`src/rtl/lc3_pkg.sv`:
```
// Shared LC-3 decode definitions: opcode values, immediate-width selects and
// the decoded-entry layout buffered by the decode stage.
package lc3_pkg;

    localparam logic [3:0] OP_BR   = 4'b0000;
    localparam logic [3:0] OP_ADD  = 4'b0001;
    localparam logic [3:0] OP_LD   = 4'b0010;
    localparam logic [3:0] OP_ST   = 4'b0011;
    localparam logic [3:0] OP_JSR  = 4'b0100;
    localparam logic [3:0] OP_AND  = 4'b0101;
    localparam logic [3:0] OP_LDR  = 4'b0110;
    localparam logic [3:0] OP_STR  = 4'b0111;
    localparam logic [3:0] OP_RTI  = 4'b1000;
    localparam logic [3:0] OP_NOT  = 4'b1001;
    localparam logic [3:0] OP_LDI  = 4'b1010;
    localparam logic [3:0] OP_STI  = 4'b1011;
    localparam logic [3:0] OP_JMP  = 4'b1100;
    localparam logic [3:0] OP_RES  = 4'b1101;
    localparam logic [3:0] OP_LEA  = 4'b1110;
    localparam logic [3:0] OP_TRAP = 4'b1111;

    localparam logic [1:0] EXT_IMM5  = 2'b00;
    localparam logic [1:0] EXT_OFF6  = 2'b01;
    localparam logic [1:0] EXT_OFF9  = 2'b10;
    localparam logic [1:0] EXT_OFF11 = 2'b11;

    typedef struct packed {
        logic [15:0] pc;
        logic [3:0]  opcode;
        logic [2:0]  dr;
        logic [2:0]  sr1;
        logic [2:0]  sr2;
        logic [10:0] imm_data;
        logic [1:0]  ext_sel;
        logic        imm_used;
        logic        illegal;
    } decoded_t;

    typedef enum logic [1:0] {
        OCC_EMPTY = 2'b00,
        OCC_ONE   = 2'b01,
        OCC_TWO   = 2'b10
    } occ_t;

endpackage

```
`src/rtl/lc3_instr_decoder.sv`:
```
// Combinational LC-3 field decoder; pc is left zero for the caller to fill in.
module lc3_instr_decoder
    import lc3_pkg::*;
(
    input  logic [15:0] instr,
    output decoded_t    dec
);

    // Field extraction plus immediate-width selection by opcode.
    always_comb begin
        dec          = '0;
        dec.pc       = 16'h0000;
        dec.opcode   = instr[15:12];
        dec.dr       = instr[11:9];
        dec.sr1      = instr[8:6];
        dec.sr2      = instr[2:0];
        dec.imm_data = instr[10:0];
        dec.illegal  = (instr[15:12] == OP_RES);
        dec.ext_sel  = EXT_IMM5;
        dec.imm_used = 1'b0;
        case (instr[15:12])
            OP_ADD, OP_AND: begin
                dec.ext_sel  = EXT_IMM5;
                dec.imm_used = instr[5];
            end
            OP_LDR, OP_STR: begin
                dec.ext_sel  = EXT_OFF6;
                dec.imm_used = 1'b1;
            end
            OP_BR, OP_LD, OP_ST, OP_LDI, OP_STI, OP_LEA: begin
                dec.ext_sel  = EXT_OFF9;
                dec.imm_used = 1'b1;
            end
            OP_JSR: begin
                // JSRR (bit 11 clear) takes its target from a register.
                if (instr[11]) begin
                    dec.ext_sel  = EXT_OFF11;
                    dec.imm_used = 1'b1;
                end else begin
                    dec.ext_sel  = EXT_IMM5;
                    dec.imm_used = 1'b0;
                end
            end
            default: begin
                dec.ext_sel  = EXT_IMM5;
                dec.imm_used = 1'b0;
            end
        endcase
    end

endmodule

```
`src/rtl/lc3_decode_stage.sv`:
```
// LC-3 decode stage: decodes at capture into a 2-entry skid buffer with
// valid/ready on both sides and a synchronous flush.
module lc3_decode_stage
    import lc3_pkg::*;
(
    input  logic        clk,
    input  logic        rst_n,
    input  logic        flush,
    input  logic        in_valid,
    output logic        in_ready,
    input  logic [15:0] in_instr,
    input  logic [15:0] in_pc,
    output logic        out_valid,
    input  logic        out_ready,
    output logic [15:0] out_pc,
    output logic [3:0]  out_opcode,
    output logic [2:0]  out_dr,
    output logic [2:0]  out_sr1,
    output logic [2:0]  out_sr2,
    output logic [10:0] out_imm_data,
    output logic [1:0]  out_ext_sel,
    output logic        out_imm_used,
    output logic        out_illegal
);

    localparam int DEPTH = 2;

    occ_t     state_r;
    occ_t     state_next_s;
    decoded_t dec_s;
    decoded_t entry_s;
    decoded_t mem_r [DEPTH];
    decoded_t head_s;
    logic     head_r;
    logic     tail_r;
    logic     accept_s;
    logic     pop_s;

    lc3_instr_decoder u_decoder (
        .instr (in_instr),
        .dec   (dec_s)
    );

    // Attach the PC to the decoded fields.
    always_comb begin
        entry_s    = dec_s;
        entry_s.pc = in_pc;
    end

    // Ready comes only from registered occupancy, never from out_ready.
    assign in_ready  = (state_r != OCC_TWO);
    assign out_valid = (state_r != OCC_EMPTY);
    assign accept_s  = in_valid && in_ready && !flush;
    assign pop_s     = out_valid && out_ready;

    // Occupancy state register.
    always_ff @(posedge clk or negedge rst_n) begin
        if (!rst_n) begin
            state_r <= OCC_EMPTY;
        end else begin
            state_r <= state_next_s;
        end
    end

    // Occupancy next-state; flush overrides every other transition.
    always_comb begin
        state_next_s = state_r;
        if (flush) begin
            state_next_s = OCC_EMPTY;
        end else begin
            case (state_r)
                OCC_EMPTY: begin
                    if (accept_s) begin
                        state_next_s = OCC_ONE;
                    end else begin
                        state_next_s = OCC_EMPTY;
                    end
                end
                OCC_ONE: begin
                    if (accept_s && !pop_s) begin
                        state_next_s = OCC_TWO;
                    end else if (!accept_s && pop_s) begin
                        state_next_s = OCC_EMPTY;
                    end else begin
                        state_next_s = OCC_ONE;
                    end
                end
                OCC_TWO: begin
                    if (pop_s) begin
                        state_next_s = OCC_ONE;
                    end else begin
                        state_next_s = OCC_TWO;
                    end
                end
                default: begin
                    state_next_s = OCC_EMPTY;
                end
            endcase
        end
    end

    // Head/tail pointers; both return to slot 0 on flush.
    always_ff @(posedge clk or negedge rst_n) begin
        if (!rst_n) begin
            head_r <= 1'b0;
            tail_r <= 1'b0;
        end else if (flush) begin
            head_r <= 1'b0;
            tail_r <= 1'b0;
        end else begin
            if (pop_s) begin
                head_r <= ~head_r;
            end
            if (accept_s) begin
                tail_r <= ~tail_r;
            end
        end
    end

    // Entry storage; cleared on reset so idle outputs read as zero.
    always_ff @(posedge clk or negedge rst_n) begin
        if (!rst_n) begin
            for (int i = 0; i < DEPTH; i++) begin
                mem_r[i] <= '0;
            end
        end else if (accept_s) begin
            mem_r[tail_r] <= entry_s;
        end
    end

    assign head_s       = mem_r[head_r];
    assign out_pc       = head_s.pc;
    assign out_opcode   = head_s.opcode;
    assign out_dr       = head_s.dr;
    assign out_sr1      = head_s.sr1;
    assign out_sr2      = head_s.sr2;
    assign out_imm_data = head_s.imm_data;
    assign out_ext_sel  = head_s.ext_sel;
    assign out_imm_used = head_s.imm_used;
    assign out_illegal  = head_s.illegal;

endmodule

```
`config.mk`:
```
export PLATFORM = sky130hd
export DESIGN_NAME = lc3_decode_stage
export DESIGN_NICKNAME = d
export VERILOG_FILES = /design/src/rtl/lc3_pkg.sv /design/src/rtl/lc3_instr_decoder.sv /design/src/rtl/lc3_decode_stage.sv
export SDC_FILE = /design/constraint.sdc
export NUM_CORES = 1
export LEC_CHECK = 0
export ABC_AREA = 1
export CORE_UTILIZATION = 50
export CTS_CLUSTER_SIZE = 24
export DETAILED_ROUTE_END_ITERATION = 8
export GPL_ROUTABILITY_DRIVEN = 0
export PLACE_DENSITY = 0.79
export SYNTH_ARGS = -nofsm -noshare
export SYNTH_HDL_FRONTEND = slang
export SYNTH_SLANG_ARGS = --single-unit
```
`constraint.sdc`:
```
create_clock -name clk -period 2 [get_ports clk]
set_clock_uncertainty 0.2 [all_clocks]
set_input_delay 0.3 -clock clk [delete_from_list [all_inputs] [get_ports clk]]
set_output_delay 0.3 -clock clk [all_outputs]
set_load 0.05 [all_outputs]
```
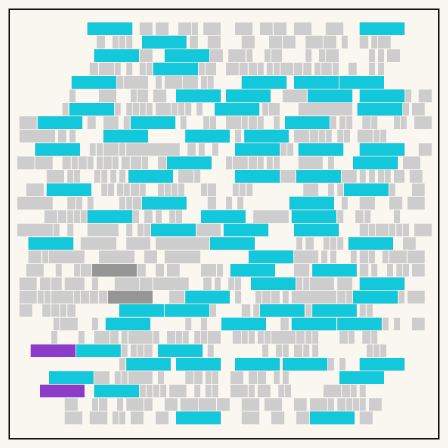
Fig. 1. Sequential cells colored by netlist name.
Other sequential cells in the stronger gray, the rest of the logic in the fainter gray.
- purple: `state_r` (flops 2)
- cyan: `mem_r` (flops 72; where all over the die)
- not colored: 2

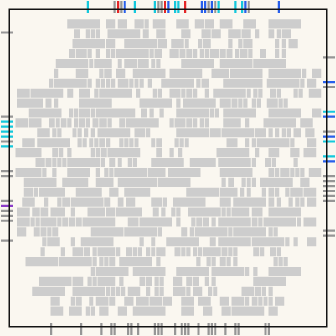
Fig. 2. I/O pins on the die edge.
Pins as bars across the die edge, other pins in gray.
- purple: `in_ready` (pins 1; direction output; edge left)
- cyan: `in_instr` (pins 16; direction input; edge 8 top, 5 left, 3 right)
- blue: `out_imm_data` (pins 11; direction output; edge 7 top, 4 right)
- red: `out_dr` (pins 3; direction output; edge top)
- all pins by edge: 25 top, 24 bottom, 18 right, 16 left

==> results.yml <==
# synthesis and place-and-route metrics
outcome:
  status: "finished clean"
drt:
  via_count: 2950
  maxUsedRoutingLayer: "met4"
  wl_per_cell_um: 12.5
  wl_met1_mm: 3.33
  postRouteAntennaNets: 0
  drt_iter0_drc: 181
  routed_wl_mm: 7.62
floorplan:
  initial_utilization_pct: 52.3
  die_w_um: 86.8
  die_area_um2: 7530
  fp-row-count: 30
  taps: 96
sta:
  slew_violations: 0
  fin_crit_ps: 1970
  tns_ps: 0
  fmax_ghz: 0.507
  worst_slew_pin_slew_ps: 536
  setup_violations: 0
  rsz0062_at_grt: "true"
finish:
  final-nonclk-buf-share_pct: 18.9
  multiInputGateArea_um2: 1350
  area_delta_synth_final_pct: 29.7
  largest_class: "registers"
  n_all_buffers: 91
  seq_share_pct: 40.8
  comb.multi_input.count: 288
  antennaDiodeCount: 0
  layout_top_cell: "nand2_1"
  nClkBuffers: 12
  fill_cells: 564
logic_synthesis:
  logic_family: "simple AND/OR/NAND/NOR gates"
  ys_sh_aoi_pct: 13.0
  yosys.area.top_type_share_pct: 52.9
  largest_area_cell: "dfrtp_1"
  synthArstFlopShare_pct: 100
  area_leaders: "dfrtp_1 53%, nand2_1 20%, o21ai_0 5.3%"
  synth.avg_cell_area_um2: 8.24
  yosysSeqAreaShare_pct: 52.9
  yosys_cells: 436
  common_cells: "196 x nand2_1, 76 x dfrtp_1, 40 x inv_1"
  synthAdderAreaFrac_pct: 0.348
global_route:
  grt_use_met3_pct: 3.24
  track_usage_pct: 21.9
  grt_pass1_vias: 2775
  top_usage_layer: "met2"
  antenna_found_initial: 0
  met2_usage_pct: 37.2
  grt_max_degree: 67
  grt_pass1_wl_mm: 12.5
cts:
  cts.path.max_buffers: 2
  cts_tree: "yes"
  clkSlewWorstSetupHoldPaths_ps: 80
placement:
  io_buffers: 82
  post-place-ws_ps: 36.4
power_and_ir_drop:
  p_leak_uw: 0.00245
  internal_power_uw: 3340
  clockPowerShare_pct: 27.6
  combPwrFrac_pct: 33.6
worst_setup_path:
  r2r-start: "state_r[0]"
  crit_path_start: "head_r"
  critPathLaunchType: "flip-flop"
  critPathRequiredTime_ps: 1500
flow_run:
  maxCapViolations: 0
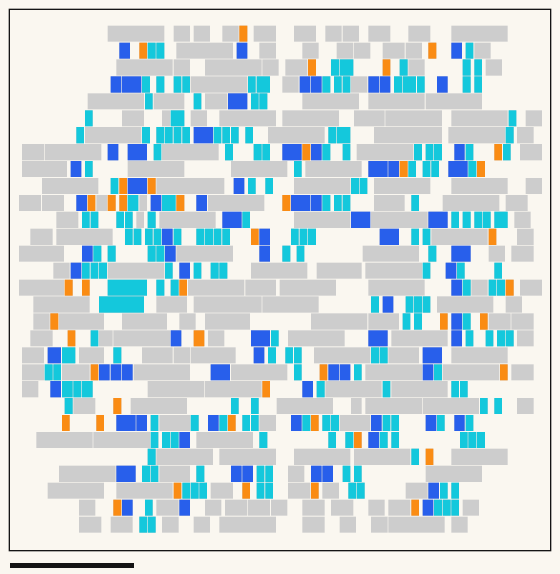
Fig. 3. Gate families picked out.
Scale bar: 20 µm.
- blue: inverting AOI/OAI gates (cells 78; most used o21ai_0; where all over the die)
- orange: inverters (cells 43; most used inv_1; where all over the die)
- cyan: NAND gates (cells 203; most used nand2_1; where all over the die)

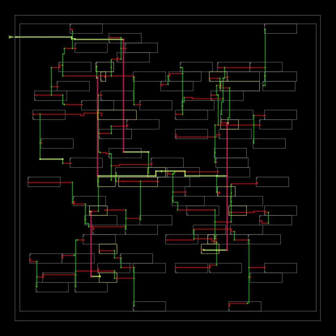
Fig. 4. Clock wiring as the flow saved it.
Clk. pwr: 1440 µW
CTS Sinks: 76
Flops: 76
Worst-Skew Late Latency: 340 ps

-- critical path, stage by stage, from the launching register on --
cell,delay (ps)
dfrtp_1,390
clkinv_2,170
clkbuf_16,230
nand2_1,70
nand2_1,70
buf_4,190
-- power groups by stage --
stage               logic [µW]  clock network (µW)  registers, µW
floorplan                 1290                   0           2020
global placement          1720                   0           2040
finish                    1750                1440           2030
detailed placement        1750                   0           2060
CTS                       1760                1470           2030
global route              1890                1530           2070
-- worst paths after layout --
| check | slack [ps] | endpoint | cells past startpoint |
|---|---|---|---|
| max | 30 | out_pc[5] | 5 |
| min | 270 | mem_r[73] | 2 |
| max reg2reg | 340 | state_r[0] | 7 |
| min reg2reg | 280 | mem_r[1] | 2 |
| max in group asynchronous | 750 | mem_r[46] | 3 |
| min in group clk | 280 | mem_r[1] | 2 |
-- what timing repair did --
item	in CTS	in global routing
hold buffers	1	0
gates resized	4	0
gates cloned	0	1
buffers inserted	0	0
hold endpoints to repair	41	0
setup endpoints to repair	30	9
-- kinds of logic (layout without fill, tap and decap cells) --
logic type	after synthesis	after routing
adder cells (fa/ha/maj)	1	1
buffers and inverters	72	150
flip-flops	76	76
AND/OR/NAND/NOR	209	209
AND-OR/OR-AND	78	78
-- per-stage QoR --
| step | cells | total power (µW) | cell area, µm² | utilization, % |
|---|---|---|---|---|
| detailed placement | 592 | 3810 | 4370 | 63.6 |
| floorplan | 436 | 3300 | 3610 | - |
| global placement | 592 | 3760 | 4370 | 63.6 |
| finish | 610 | 5230 | 4660 | 67.8 |
| CTS | 609 | 5260 | 4630 | 67.4 |
| global route | 610 | 5490 | 4660 | 67.8 |
-- flip-flops by register name, indices dropped and copies added (netlist names) --
register	count
head_r	1
state_r	2
tail_r	1
mem_r	72
Power and IR drop assume default switching activity.
